===== config.mk =====
export PLATFORM = sky130hd
export DESIGN_NAME = wb_sram_bridge
export DESIGN_NICKNAME = d
export VERILOG_FILES = /design/src/rtl/wb_sram_bridge_pkg.sv /design/src/rtl/wb_sram_bridge_lat.sv /design/src/rtl/wb_sram_bridge.sv
export SDC_FILE = /design/constraint.sdc
export NUM_CORES = 1
export LEC_CHECK = 0
export ABC_AREA = 0
export CAP_MARGIN = 0
export CELL_PAD_IN_SITES_DETAIL_PLACEMENT = 0
export CELL_PAD_IN_SITES_GLOBAL_PLACEMENT = 2
export CORE_ASPECT_RATIO = 1.4
export CORE_MARGIN = 5
export CORE_UTILIZATION = 26
export CTS_CLUSTER_DIAMETER = 100
export DETAILED_ROUTE_END_ITERATION = 10
export GPL_ROUTABILITY_DRIVEN = 1
export GPL_TIMING_DRIVEN = 0
export HOLD_SLACK_MARGIN = 0.05
export PLACE_DENSITY = 0.85
export SLEW_MARGIN = 20
export SYNTH_ARGS = -nofsm -noshare
export SYNTH_HDL_FRONTEND = slang
export SYNTH_SLANG_ARGS = --single-unit

===== constraint.sdc =====
create_clock -name clk_i -period 3.5 [get_ports clk_i]
set_input_delay 0.7 -clock clk_i [delete_from_list [all_inputs] [get_ports clk_i]]
set_output_delay 0.7 -clock clk_i [all_outputs]
set_load 0.01 [all_outputs]

===== src/rtl/wb_sram_bridge_pkg.sv =====
// wb_sram_bridge_pkg
//   Shared types and width helpers for the Wishbone-to-SRAM bridge.
//   t_wsb_state : bridge FSM state encoding
//   sel_width() : number of byte lanes for a given data width
//   off_width() : byte-offset bits in a Wishbone byte address

package wb_sram_bridge_pkg;

  typedef enum logic [1:0] {
    IDLE    = 2'd0,
    WR      = 2'd1,
    RD_WAIT = 2'd2,
    RD_ACK  = 2'd3
  } t_wsb_state;

  function automatic int sel_width(input int data_width);
    return data_width / 8;
  endfunction

  function automatic int off_width(input int data_width);
    return $clog2(data_width / 8);
  endfunction

endpackage


===== src/rtl/wb_sram_bridge_lat.sv =====
// wb_sram_bridge_lat
//   Read-latency tracker: delays a one-cycle read strobe by RD_LAT cycles so
//   the output pulse lines up with the cycle in which SRAM read data is valid.
// Ports
//   clk_i  in  clock
//   rst_i  in  synchronous reset, active high (clears any in-flight strobe)
//   start  in  one-cycle read strobe
//   valid  out one-cycle pulse RD_LAT cycles after start

module wb_sram_bridge_lat #(
  parameter int RD_LAT = 1
) (
  input  logic clk_i,
  input  logic rst_i,
  input  logic start,
  output logic valid
);

  logic [RD_LAT-1:0] pipe;

  generate
    if (RD_LAT == 1) begin : g_single
      always_ff @(posedge clk_i) begin
        if (rst_i) pipe <= '0;
        else       pipe <= start;
      end
    end else begin : g_multi
      always_ff @(posedge clk_i) begin
        if (rst_i) pipe <= '0;
        else       pipe <= {pipe[RD_LAT-2:0], start};
      end
    end
  endgenerate

  assign valid = pipe[RD_LAT-1];

endmodule


===== src/rtl/wb_sram_bridge.sv =====
// wb_sram_bridge
//   Pipelined Wishbone slave fronting one single-port synchronous SRAM.
//   One outstanding access; byte enables; configurable width/depth/latency.
//   Optional macro WB_SRAM_BRIDGE_ERR_EN: word addresses >= DEPTH are answered
//   with wb_err_o and never reach the SRAM. Without it wb_err_o stays 0 and
//   out-of-range addresses alias onto the SRAM address bits.
// Ports
//   clk_i, rst_i              clock, synchronous active-high reset
//   wb_cyc_i/stb_i/we_i       Wishbone cycle, strobe, write enable
//   wb_adr_i                  byte address (low byte-offset bits ignored)
//   wb_sel_i, wb_dat_i        byte selects, write data
//   wb_dat_o                  registered read data
//   wb_ack_o, wb_err_o        acknowledge, error
//   wb_stall_o                high whenever an access is in progress
//   sram_addr_o/data_o/sel_o  SRAM word address, write data, byte enables
//   sram_wr_o, sram_rd_o      one-cycle SRAM write / read strobes
//   sram_data_i               SRAM read data, valid RD_LAT cycles after sram_rd_o
//
//   state   | meaning
//   IDLE    | ready, accepts cyc & stb
//   WR      | SRAM write strobe and ack/err presented
//   RD_WAIT | read strobe issued, waiting RD_LAT cycles for data
//   RD_ACK  | read data on wb_dat_o, ack/err presented

module wb_sram_bridge
  import wb_sram_bridge_pkg::*;
#(
  parameter  int DATA_WIDTH = 32,
  parameter  int ADDR_WIDTH = 6,
  parameter  int RD_LAT     = 1,
  parameter  int DEPTH      = 64,
  localparam int SEL_W      = sel_width(DATA_WIDTH),
  localparam int OFF_W      = off_width(DATA_WIDTH)
) (
  input  logic                  clk_i,
  input  logic                  rst_i,
  input  logic                  wb_cyc_i,
  input  logic                  wb_stb_i,
  input  logic                  wb_we_i,
  input  logic [ADDR_WIDTH+OFF_W-1:0] wb_adr_i,
  input  logic [SEL_W-1:0]      wb_sel_i,
  input  logic [DATA_WIDTH-1:0] wb_dat_i,
  output logic [DATA_WIDTH-1:0] wb_dat_o,
  output logic                  wb_ack_o,
  output logic                  wb_err_o,
  output logic                  wb_stall_o,
  output logic [ADDR_WIDTH-1:0] sram_addr_o,
  output logic [DATA_WIDTH-1:0] sram_data_o,
  output logic [SEL_W-1:0]      sram_sel_o,
  output logic                  sram_wr_o,
  output logic                  sram_rd_o,
  input  logic [DATA_WIDTH-1:0] sram_data_i
);

  t_wsb_state            state;
  logic [ADDR_WIDTH-1:0] adr_word;
  logic                  adr_bad;
  logic                  bad;       // current access is out of range
  logic                  abort;     // master dropped cyc during this access
  logic                  rd_pulse;  // read timing strobe, also for erroring reads
  logic                  lat_valid;

  assign adr_word = wb_adr_i[ADDR_WIDTH+OFF_W-1:OFF_W];

  generate
    if (OFF_W > 0) begin : g_off
      logic unused_low;
      assign unused_low = ^wb_adr_i[(OFF_W > 0 ? OFF_W-1 : 0):0];
    end
  endgenerate

`ifdef WB_SRAM_BRIDGE_ERR_EN
  assign adr_bad = (int'(adr_word) >= DEPTH);
`else
  localparam int unused_depth = DEPTH;
  assign adr_bad = 1'b0;
`endif

  assign wb_stall_o = (state != IDLE);

  wb_sram_bridge_lat #(
    .RD_LAT (RD_LAT)
  ) u_lat (
    .clk_i  (clk_i),
    .rst_i  (rst_i),
    .start  (rd_pulse),
    .valid  (lat_valid)
  );

  always_ff @(posedge clk_i) begin
    if (rst_i) begin
      state       <= IDLE;
      bad         <= 1'b0;
      abort       <= 1'b0;
      rd_pulse    <= 1'b0;
      wb_dat_o    <= '0;
      wb_ack_o    <= 1'b0;
      wb_err_o    <= 1'b0;
      sram_addr_o <= '0;
      sram_data_o <= '0;
      sram_sel_o  <= '0;
      sram_wr_o   <= 1'b0;
      sram_rd_o   <= 1'b0;
    end else begin
      sram_wr_o <= 1'b0;
      sram_rd_o <= 1'b0;
      rd_pulse  <= 1'b0;
      wb_ack_o  <= 1'b0;
      wb_err_o  <= 1'b0;

      case (state)
        IDLE: begin
          if (wb_cyc_i && wb_stb_i) begin
            // Direction is carried by the next state, so we is not kept.
            sram_addr_o <= adr_word;
            sram_sel_o  <= wb_sel_i;
            sram_data_o <= wb_dat_i;
            bad         <= adr_bad;
            abort       <= 1'b0;
            if (wb_we_i) begin
              state     <= WR;
              sram_wr_o <= ~adr_bad;
              wb_ack_o  <= ~adr_bad;
              wb_err_o  <= adr_bad;
            end else begin
              state     <= RD_WAIT;
              sram_rd_o <= ~adr_bad;
              rd_pulse  <= 1'b1;
            end
          end
        end

        WR: state <= IDLE;

        RD_WAIT: begin
          if (!wb_cyc_i) abort <= 1'b1;
          if (lat_valid) begin
            if (!bad) wb_dat_o <= sram_data_i;
            // The read completes on the SRAM side regardless; only the
            // bus response is withheld once the master has gone away.
            wb_ack_o <= wb_cyc_i & ~abort & ~bad;
            wb_err_o <= wb_cyc_i & ~abort & bad;
            state    <= RD_ACK;
          end
        end

        RD_ACK: state <= IDLE;

        default: state <= IDLE;
      endcase
    end
  end

endmodule


==> flow_summary.ini <==
; yosys + openroad results
[logic_synthesis]
adder_share_pct = 0
top_logic_kind = simple AND/OR/NAND/NOR gates
synthCells = 349
ys_types = 24
syn_nets = 430
edf_count = 0
ys_sh_simple_pct = 28.3
ys_seq_elements = 81
xor_area_share_pct = 0
ys.flop_type = dfxtp_1
yosysSeqAreaShare_pct = 44.7
yosysTopAreaCell = dfxtp_1
ys_area_um2 = 3630
top_cells_by_area = dfxtp_1 45%, nand2b_1 26%, mux2i_1 20%, buf_12 2.2%, clkbuf_1 1.6%

[power]
cellInternalPower_mw = 1.87
power_density_nw_per_um2 = 412
vdd_drop_max_uv = 254
p_leak_nw = 2.04
p_sw_mw = 0.511
pwr-share-seq_pct = 40.7
pwr-share-comb_pct = 12.8

[status]
status = complete, no violations

[clock_network]
clk_pin_slew_ns = 0.06
root_buffer = clkbuf_16
post-cts-setup-buffer-count = 0
clock_path_buffers = 2
post_cts_resize_count = 0
clkLatencyLatePin_ns = 0.34

[setup_path]
arrival_ns = 1.50
start_kind = register
worstPathRequired_ns = 2.80
path_class = reg2out
cp-end-kind = output port
crit_slowest_cell = clkdlybuf4s50_1
cp_top_family = buffers and inverters
path_buffers = 1
slowest_delay_ns = 0.48
critPathLaunch = state[1]$_SDFFE_PP0P_

[sta]
timing.hold.ws_ns = 0.468
hold_violations = 0
fin_skew_ns = 0.00812
rsz0062_at_grt = false
timing.setup.tns_ns = 0
setup_viol = 0
slew_viol_final = 0
post-route-period-util_pct = 62.7

[routing]
ant_nets = 0
drt-wirelength-per-cell_um = 14.5
vias_per_cell = 4.07
first_pass_iters = 4
drc = 0

[global_route]
grt_usage_pct = 12.7
grt_pass1_wl_mm = 16.2
global_route.overflow_total = 0
grt_pass1_vias = 3146
antenna_found_initial = 0

[floorplan]
dieArea_um2 = 16500
core-area_um2 = 13800
die-width_um = 110
num_rows = 51

[placed_design]
place_inst = 689
dp_hpwl_mm = 7.85
gp_congestion = 0.688
preCtsSetupSlack_ns = 1.36

[job]
drv_cap = 0

[finish]
final_nets = 596
fin_area_um2 = 5770
syn_to_final_growth_pct = 58.9

[min_path]
hold_start = rd_pulse$_SDFF_PP0_
## power by group through the flow
stage               Combinational, mW  Clock, mW  Sequential [mW]
floorplan                       0.122          0            0.998
global placement                0.307          0            0.986
detailed placement              0.309          0            0.987
CTS                             0.310       1.14            0.967
global route                    0.328       1.19            0.970
finish                          0.303       1.11            0.966
## state kept, by name (all words and copies together), names as in the netlist
name and cells:
sram_data_o 32, sram_wr_o 1, sram_addr_o 6, rd_pulse 1, wb_ack_o 1, sram_sel_o 4
state 2, u_lat.valid 1, wb_dat_o 32, abort 1
## worst paths after layout
check / to / slack (ns) / cells past startpoint
hold reg to reg: u_lat.valid$_SDFF_PP0_ / 0.47 / 1
setup / recovery: wb_stall_o / 1.30 / 2
setup reg to reg: wb_dat_o[29]$_SDFFE_PP0P_ / 2.18 / 4
hold / removal: u_lat.valid$_SDFF_PP0_ / 0.47 / 1
## cells in the final DEF (no fill, tap or decap)
master	n
nor2b_1	1
nor2_1	2
buf_12	4
nand4b_1	1
and3b_1	3
clkbuf_8	1
dfxtp_1	81
clkinvlp_4	1
bufinv_16	3
nor3b_1	1
clkbuf_16	9
o21ba_2	1
nor4b_1	1
and4bb_1	1
clkinv_4	2
buf_2	3
nor4_1	1
and2_1	1
nand2_1	1
clkbuf_1	15
buf_6	4
o21a_1	1
or2_2	1
conb_1	1
nand2b_1	148
buf_4	1
a22o_1	1
mux2i_1	74
a21boi_0	1
clkdlybuf4s50_1	155
## routing by layer
layer	global-route usage (%)	share of wire (%)
met5	0	0
met4	4.49	1.3
met3	4.49	8.3
met2	21.2	49
met1	14.7	41
## cell type report
class                           count  area (um2)
Multi-Input combinational cell    241        1800
Sequential cell                    81        1620
Timing Repair Buffer              155        1550
Buffer                             27         204
Clock inverter                      6         115
Fill cell                        1388        8020
Clock buffer                       10         239
Tap cell                          185         231
layer_met3.png
Cells faint in the background.
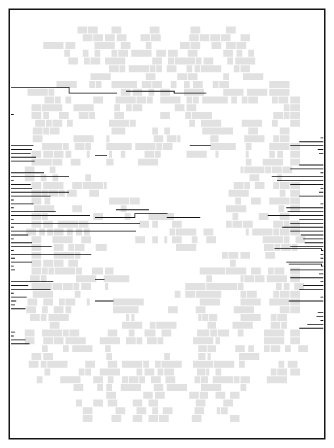
longest straight run: 44.9 um
share of all routed wire: 8.3%
wire length on this layer: 854 um
via count: 2,869
drt total wl: 10.2 mm

clocks.png
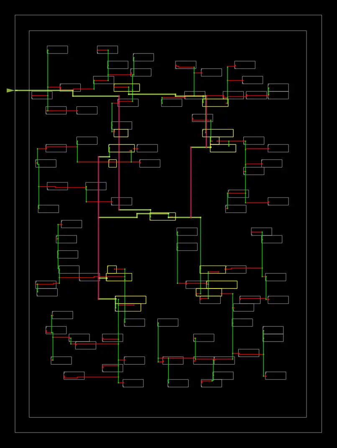
clkbuf count: 10
TritonCTS buffer count: 9

detail.png
Window x 35 to 75, y 55 to 95 um. Cells in gray, sequential cells in the stronger gray; small squares are vias.
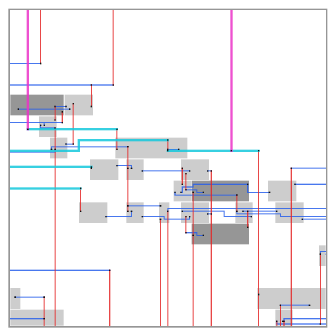
legend:
  metal 3:
    color: cyan
  metal 2:
    color: red
  metal 1:
    color: blue
  metal 4:
    color: magenta
most frequent: nand2b_1 (7), clkdlybuf4s50_1 (4)
netlist names of flops here include: wb_dat_o (2), sram_addr_o (1)
sequential cells in the window: 3
cells with their middle in the window: 21

metal_density.png
Scale bar: 20 um. The die is cut into 22 by 30 equal tiles; white is low, dark blue is high, scaled to the fullest tile. Values are wire area over tile area, all layers added.
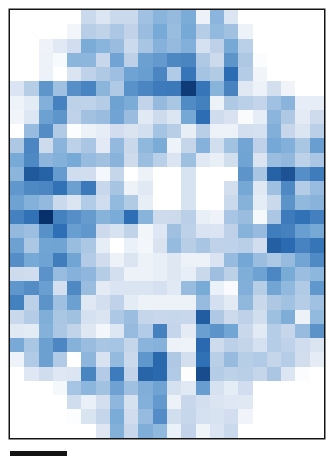
nearly empty tiles: 16%
mean over tiles: 0.10
tiles over half the peak: 19%
fullest tile: 0.34

No activity file was given, so power comes from the tool's default toggle rates.
